## src/rtl/hmmm_loader_if.sv

```systemverilog
// Stream and core-bus signal bundle between hmmm_loader (master) and its surroundings (slave).
interface hmmm_loader_if #(
    parameter int DATA_W = 16
);
    logic [7:0]        in_data;
    logic              in_valid;
    logic              in_ready;
    logic              pgrm_addr;
    logic              pgrm_data;
    logic [DATA_W-1:0] bus_out;
    logic              bus_oe;

    modport master (
        input  in_data, in_valid,
        output in_ready, pgrm_addr, pgrm_data, bus_out, bus_oe
    );

    modport slave (
        output in_data, in_valid,
        input  in_ready, pgrm_addr, pgrm_data, bus_out, bus_oe
    );
endinterface

```

## src/rtl/hmmm_loader.sv

```systemverilog
// Program loader / run sequencer for the hmmm core: byte stream -> core RAM, then run until halt.
// Optional trailing-checksum check is enabled by defining HMMM_LOADER_CHECKSUM_EN.
module hmmm_loader #(
    parameter int ADDR_W = 8,
    parameter int DATA_W = 16
) (
    input  logic          clk,
    input  logic          rst_n,
    input  logic          i_load,
    input  logic          i_core_halt,
    output logic          o_core_rst,
    output logic          o_busy,
    output logic          o_done,
    output logic          o_error,
    hmmm_loader_if.master bus
);

    localparam logic [3:0] S_IDLE  = 4'd0;
    localparam logic [3:0] S_RESET = 4'd1;
    localparam logic [3:0] S_COUNT = 4'd2;
    localparam logic [3:0] S_HI    = 4'd3;
    localparam logic [3:0] S_LO    = 4'd4;
    localparam logic [3:0] S_ADDR  = 4'd5;
    localparam logic [3:0] S_DATA  = 4'd6;
    localparam logic [3:0] S_RUN   = 4'd8;
    localparam logic [3:0] S_DONE  = 4'd9;
    localparam logic [3:0] S_ERROR = 4'd10;
`ifdef HMMM_LOADER_CHECKSUM_EN
    localparam logic [3:0] S_CHECK = 4'd7;
    localparam logic [3:0] S_AFTER = S_CHECK;
`else
    localparam logic [3:0] S_AFTER = S_RUN;
`endif

    logic [3:0]        r_state,   w_state_next;
    logic [ADDR_W-1:0] r_wp,      w_wp_next;
    logic [ADDR_W-1:0] r_n,       w_n_next;
    logic [DATA_W-1:0] r_word,    w_word_next;
    logic              r_done,    w_done_next;
`ifdef HMMM_LOADER_CHECKSUM_EN
    logic [7:0]        r_csum,    w_csum_next;
    logic              r_error,   w_error_next;
`endif

    logic              r_in_ready, w_in_ready_next;
    logic              r_core_rst, w_core_rst_next;
    logic              r_pgrm_addr, w_pgrm_addr_next;
    logic              r_pgrm_data, w_pgrm_data_next;
    logic              r_bus_oe,   w_bus_oe_next;
    logic [DATA_W-1:0] r_bus_out,  w_bus_out_next;
    logic              r_busy,     w_busy_next;

    logic              w_xfer;
    logic [ADDR_W-1:0] w_wp_inc;

    assign w_xfer   = bus.in_valid & r_in_ready;
    assign w_wp_inc = r_wp + ADDR_W'(1);

    always_comb begin
        w_state_next = r_state;
        w_wp_next    = r_wp;
        w_n_next     = r_n;
        w_word_next  = r_word;
        w_done_next  = r_done;
`ifdef HMMM_LOADER_CHECKSUM_EN
        w_csum_next  = r_csum;
        w_error_next = r_error;
`endif
        case (r_state)
            S_IDLE, S_DONE, S_ERROR: begin
                if (i_load) begin
                    w_state_next = S_RESET;
                    w_done_next  = 1'b0;
`ifdef HMMM_LOADER_CHECKSUM_EN
                    w_error_next = 1'b0;
`endif
                end
            end
            S_RESET: begin
                w_state_next = S_COUNT;
                w_wp_next    = '0;
                w_n_next     = '0;
`ifdef HMMM_LOADER_CHECKSUM_EN
                w_csum_next  = 8'h00;
`endif
            end
            S_COUNT: begin
                if (w_xfer) begin
                    w_n_next     = ADDR_W'(bus.in_data);
                    w_state_next = (bus.in_data == 8'h00) ? S_AFTER : S_HI;
`ifdef HMMM_LOADER_CHECKSUM_EN
                    w_csum_next  = bus.in_data;
`endif
                end
            end
            S_HI: begin
                if (w_xfer) begin
                    w_word_next[15:8] = bus.in_data;
                    w_state_next      = S_LO;
`ifdef HMMM_LOADER_CHECKSUM_EN
                    w_csum_next       = r_csum ^ bus.in_data;
`endif
                end
            end
            S_LO: begin
                if (w_xfer) begin
                    w_word_next[7:0] = bus.in_data;
                    w_state_next     = S_ADDR;
`ifdef HMMM_LOADER_CHECKSUM_EN
                    w_csum_next      = r_csum ^ bus.in_data;
`endif
                end
            end
            S_ADDR: w_state_next = S_DATA;
            S_DATA: begin
                w_wp_next    = w_wp_inc;
                w_state_next = (w_wp_inc == r_n) ? S_AFTER : S_HI;
            end
`ifdef HMMM_LOADER_CHECKSUM_EN
            S_CHECK: begin
                if (w_xfer) begin
                    if (bus.in_data == r_csum) begin
                        w_state_next = S_RUN;
                    end else begin
                        w_state_next = S_ERROR;
                        w_error_next = 1'b1;
                    end
                end
            end
`endif
            S_RUN: begin
                // halt is only meaningful once the core has been released
                if (i_core_halt) begin
                    w_state_next = S_DONE;
                    w_done_next  = 1'b1;
                end
            end
            default: w_state_next = S_IDLE;
        endcase
    end

    // Outputs are decoded from the next state so every one of them is a flop.
    always_comb begin
        w_in_ready_next  = 1'b0;
        w_core_rst_next  = 1'b0;
        w_pgrm_addr_next = 1'b0;
        w_pgrm_data_next = 1'b0;
        w_bus_oe_next    = 1'b0;
        w_bus_out_next   = '0;
        w_busy_next      = 1'b1;
        case (w_state_next)
            S_IDLE, S_DONE, S_ERROR: w_busy_next = 1'b0;
            S_RESET:                 w_core_rst_next = 1'b1;
            S_COUNT, S_HI, S_LO:     w_in_ready_next = 1'b1;
`ifdef HMMM_LOADER_CHECKSUM_EN
            S_CHECK:                 w_in_ready_next = 1'b1;
`endif
            S_ADDR: begin
                w_pgrm_addr_next = 1'b1;
                w_bus_oe_next    = 1'b1;
                w_bus_out_next   = DATA_W'(w_wp_next);
            end
            S_DATA: begin
                w_pgrm_data_next = 1'b1;
                w_bus_oe_next    = 1'b1;
                w_bus_out_next   = w_word_next;
            end
            default: ;
        endcase
    end

    always_ff @(posedge clk or negedge rst_n) begin
        if (!rst_n) begin
            r_state     <= S_IDLE;
            r_wp        <= '0;
            r_n         <= '0;
            r_word      <= '0;
            r_done      <= 1'b0;
`ifdef HMMM_LOADER_CHECKSUM_EN
            r_csum      <= 8'h00;
            r_error     <= 1'b0;
`endif
            r_in_ready  <= 1'b0;
            r_core_rst  <= 1'b0;
            r_pgrm_addr <= 1'b0;
            r_pgrm_data <= 1'b0;
            r_bus_oe    <= 1'b0;
            r_bus_out   <= '0;
            r_busy      <= 1'b0;
        end else begin
            r_state     <= w_state_next;
            r_wp        <= w_wp_next;
            r_n         <= w_n_next;
            r_word      <= w_word_next;
            r_done      <= w_done_next;
`ifdef HMMM_LOADER_CHECKSUM_EN
            r_csum      <= w_csum_next;
            r_error     <= w_error_next;
`endif
            r_in_ready  <= w_in_ready_next;
            r_core_rst  <= w_core_rst_next;
            r_pgrm_addr <= w_pgrm_addr_next;
            r_pgrm_data <= w_pgrm_data_next;
            r_bus_oe    <= w_bus_oe_next;
            r_bus_out   <= w_bus_out_next;
            r_busy      <= w_busy_next;
        end
    end

    assign bus.in_ready  = r_in_ready;
    assign bus.pgrm_addr = r_pgrm_addr;
    assign bus.pgrm_data = r_pgrm_data;
    assign bus.bus_oe    = r_bus_oe;
    assign bus.bus_out   = r_bus_out;
    assign o_core_rst    = r_core_rst;
    assign o_busy        = r_busy;
    assign o_done        = r_done;
`ifdef HMMM_LOADER_CHECKSUM_EN
    assign o_error       = r_error;
`else
    assign o_error       = 1'b0;
`endif

endmodule
```

## src/flat_wrapper.sv

```systemverilog
// flat-port wrapper written by rule: the top's interface ports become plain ports
module hmmm_loader_flat 
#(
    parameter int ADDR_W = 8,
    parameter int DATA_W = 16
)
  (clk, rst_n, i_load, i_core_halt, o_core_rst, o_busy, o_done, o_error, bus_in_data, bus_in_valid, bus_in_ready, bus_pgrm_addr, bus_pgrm_data, bus_bus_out, bus_bus_oe);
  hmmm_loader_if #(.DATA_W(DATA_W)) bus_i ();
  input  logic clk;
  input  logic rst_n;
  input  logic i_load;
  input  logic i_core_halt;
  output logic o_core_rst;
  output logic o_busy;
  output logic o_done;
  output logic o_error;
  input wire logic [$bits(bus_i.in_data)-1:0] bus_in_data;
  input wire logic [$bits(bus_i.in_valid)-1:0] bus_in_valid;
  output wire logic [$bits(bus_i.in_ready)-1:0] bus_in_ready;
  output wire logic [$bits(bus_i.pgrm_addr)-1:0] bus_pgrm_addr;
  output wire logic [$bits(bus_i.pgrm_data)-1:0] bus_pgrm_data;
  output wire logic [$bits(bus_i.bus_out)-1:0] bus_bus_out;
  output wire logic [$bits(bus_i.bus_oe)-1:0] bus_bus_oe;
  assign bus_i.in_data = bus_in_data;
  assign bus_i.in_valid = bus_in_valid;
  assign bus_in_ready = bus_i.in_ready;
  assign bus_pgrm_addr = bus_i.pgrm_addr;
  assign bus_pgrm_data = bus_i.pgrm_data;
  assign bus_bus_out = bus_i.bus_out;
  assign bus_bus_oe = bus_i.bus_oe;
  hmmm_loader #(.ADDR_W(ADDR_W), .DATA_W(DATA_W)) u_core (.clk(clk), .rst_n(rst_n), .i_load(i_load), .i_core_halt(i_core_halt), .o_core_rst(o_core_rst), .o_busy(o_busy), .o_done(o_done), .o_error(o_error), .bus(bus_i));
endmodule
```

## config.mk

```make
export PLATFORM = sky130hd
export DESIGN_NAME = hmmm_loader_flat
export DESIGN_NICKNAME = d
export VERILOG_FILES = /design/src/rtl/hmmm_loader_if.sv /design/src/rtl/hmmm_loader.sv /design/src/flat_wrapper.sv
export SDC_FILE = /design/constraint.sdc
export NUM_CORES = 1
export LEC_CHECK = 0
export ABC_AREA = 1
export CAP_MARGIN = 25
export CORE_AREA = 2 2 62 108
export CTS_CLUSTER_DIAMETER = 200
export CTS_CLUSTER_SIZE = 20
export DETAILED_ROUTE_END_ITERATION = 7
export DIE_AREA = 0 0 64 110
export PLACE_DENSITY = 0.71
export SLEW_MARGIN = 25
export SYNTH_ARGS = -nofsm -noshare
export SYNTH_HDL_FRONTEND = slang
export SYNTH_SLANG_ARGS = --single-unit
```

## constraint.sdc

```tcl
create_clock -name clk -period 2.5 [get_ports clk]
set_clock_uncertainty 0.1 [all_clocks]
set_input_delay 0.5 -clock clk [delete_from_list [all_inputs] [get_ports clk]]
set_output_delay 0.5 -clock clk [all_outputs]
set_load 0.1 [all_outputs]
```

==> flow_metrics.env <==
# physical design summary
export IMPL_io_buffers=35
export IMPL_wl_met1_um=2490
export IMPL_post_route_min_period_ns=2.02
export IMPL_lay_top_cells="81 x nand2_1, 59 x dfrtp_1, 32 x inv_1, 32 x nand3_1, 29 x buf_4"
export IMPL_top_logic_kind="simple AND/OR/NAND/NOR gates"
export IMPL_cts_resized=0
export IMPL_comb_cells=203
export IMPL_tool_warnings=26
export IMPL_grt_pass1_wl_um=10600
export IMPL_combinationalPowerShare=0.371
export IMPL_clkPwrFrac=0.246
export IMPL_crit_chain="ha_1, nand2_1, nor2_2, nand3_1, nand3_1, nand2_1, nor2_1, nand3_1, nand2_2, nand3_2, nor2_1, nor2_1"
export IMPL_wl_met2_um=3600
export IMPL_crit_path_start_kind="register"
export IMPL_rr_startpoint="u_core.r_wp[0]"
export IMPL_ioPinCount=37
export IMPL_finish_net_count=373
export IMPL_synth_seq_cells=59
export IMPL_fill_cells=552
export IMPL_avgViaCountPerCell=5.02
export IMPL_n_antenna_cell=0
export IMPL_reg2reg_slack_ns=0.48
export IMPL_outcome="complete, no violations"
export IMPL_xor_area_frac=0.00653
export IMPL_place_area_um2=3110
export IMPL_sh_seq_area=0.447
export IMPL_endpoint="u_core.o_busy"
export IMPL_drv_slew=0
export IMPL_slowest_delay_ns=0.43
export IMPL_cts_made_buffers=9
export IMPL_fa_ha_area_frac=0.00466
export IMPL_syn_cell_area_um2=2680
export IMPL_die_h_um=110
export IMPL_synth_warnings=0
export IMPL_fp_utilization=0.437
export IMPL_post_route_util=0.539
export IMPL_hold_violations=0
export IMPL_crit_arrival_ns=2.16
export IMPL_clk_pin_slew_ns=0.07
export IMPL_irDropWorstVdd_mv=0.762
export IMPL_topCellsByArea="dfrtp_1 55%, nand2_1 11%, nand3_1 6.0%"
export IMPL_async_flop_share=1.00
export IMPL_fin_ws_ns=0.482
export IMPL_ys_cells=310
export IMPL_slew_headroom=0.628
export IMPL_vias=2231
export IMPL_grt_overflow=0
export IMPL_hold_path_class="input port to asynchronous set/reset pin"
export IMPL_yosys_area_share_simple=0.263
export IMPL_whs_ns=0.0349
export IMPL_routed_wl_um=6480
export IMPL_synth_top_cell_by_count="nand2_1"
export IMPL_synth_avg_cell_area_um2=8.65
export IMPL_setup_violations=0
export IMPL_die_size_x_um=64
export IMPL_leakagePower_nw=1.67
export IMPL_synthMuxAreaShare=0
export IMPL_dp_cells=428
export IMPL_ys_chip_area_um2=2680
export IMPL_area_growth_syn_to_layout_pct=23.2
export IMPL_place_hpwl_um=4920
export IMPL_lay_top_count="nand2_1"
export IMPL_top_area_frac=0.550
export IMPL_synth_cells=310
export IMPL_internal_power_mw=2.02
export IMPL_pwr_share_seq=0.383
export IMPL_grt_antenna_before_repair=0
export IMPL_maxCapViolations=0
export IMPL_top_layer="met4"
export IMPL_crit_slowest_cell="dfrtp_1"
export IMPL_fmax_mhz=496
export IMPL_regArea_um2=1480
export IMPL_h_tree_depth=3
export IMPL_ff_type="dfrtp_1"
export IMPL_fin_area_um2=3310
export IMPL_p_seq_mw=1.33
export IMPL_gr_usage_met1=0.214
export IMPL_grt_max_degree=37
export IMPL_maxPowerGroup="sequential cells"
export IMPL_edf_count=0
export IMPL_dr_pass1_iters=6
export IMPL_finalSetupTns_ns=0
export IMPL_drtIter0Drc=222
export IMPL_ys_sh_aoi=0.104
export IMPL_inv_count=44
export IMPL_cts_root_buf="clkbuf_8"
export IMPL_yosys_cell_types_count=29
export IMPL_grt_usage=0.205
export IMPL_worst_path_stages=12
export IMPL_fin_cells=444
export IMPL_clkSinkCount=59
export IMPL_postCtsSetupBuffers=0
export IMPL_dieArea_um2=7040
export IMPL_coreArea_um2=6130
export IMPL_met3RoutedLength_um=261
export IMPL_avgRoutedWirePerCell_um=14.6
export IMPL_ctsHoldBuffers=0
export IMPL_largest_class="registers"
export IMPL_crit_path_end_kind="register"
export IMPL_first_global_vias=2258
export IMPL_gp_congestion=0.909
export IMPL_worstReg2RegEnd="u_core.o_busy"
export IMPL_comb_cell_share=0.308
export IMPL_final_nonclk_buf_share=0.107
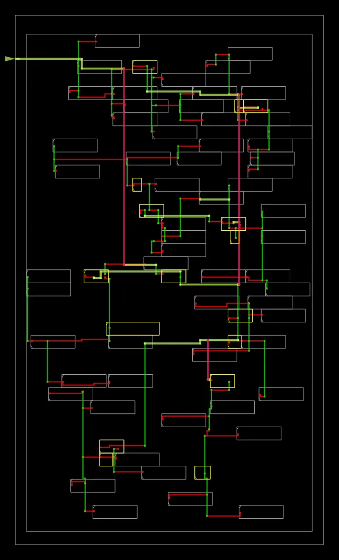
(images/clocks.png)
Latency at later pin: 0.35 ns
Power Clock: 0.856 mW
CLK BUF: 9

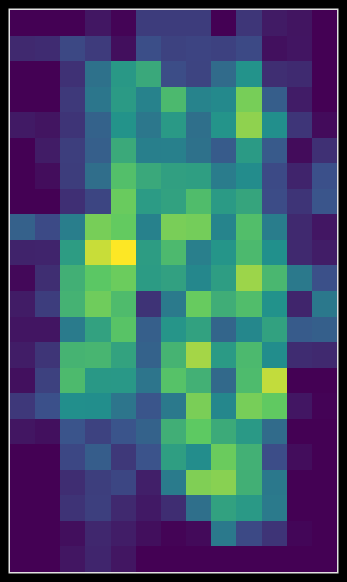
(images/metal_density.png)
13 x 22 tiles, from dark purple (low) to yellow (high), scaled to the fullest tile. Values are wire area over tile area, all layers added.
mean over tiles: 0.15
tiles over half the peak: 29%
nearly empty tiles: 17%
fullest tile: 0.46

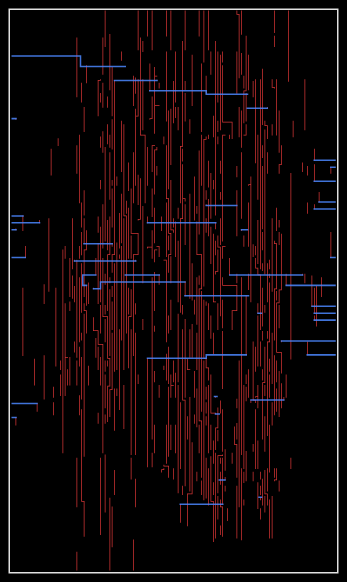
(images/wires.png)
Only two layers are drawn.
[metal 3] blue | wire length: 261 um
[metal 2] red | wire length: 3,600 um

Power is estimated from default activity; no workload was simulated.
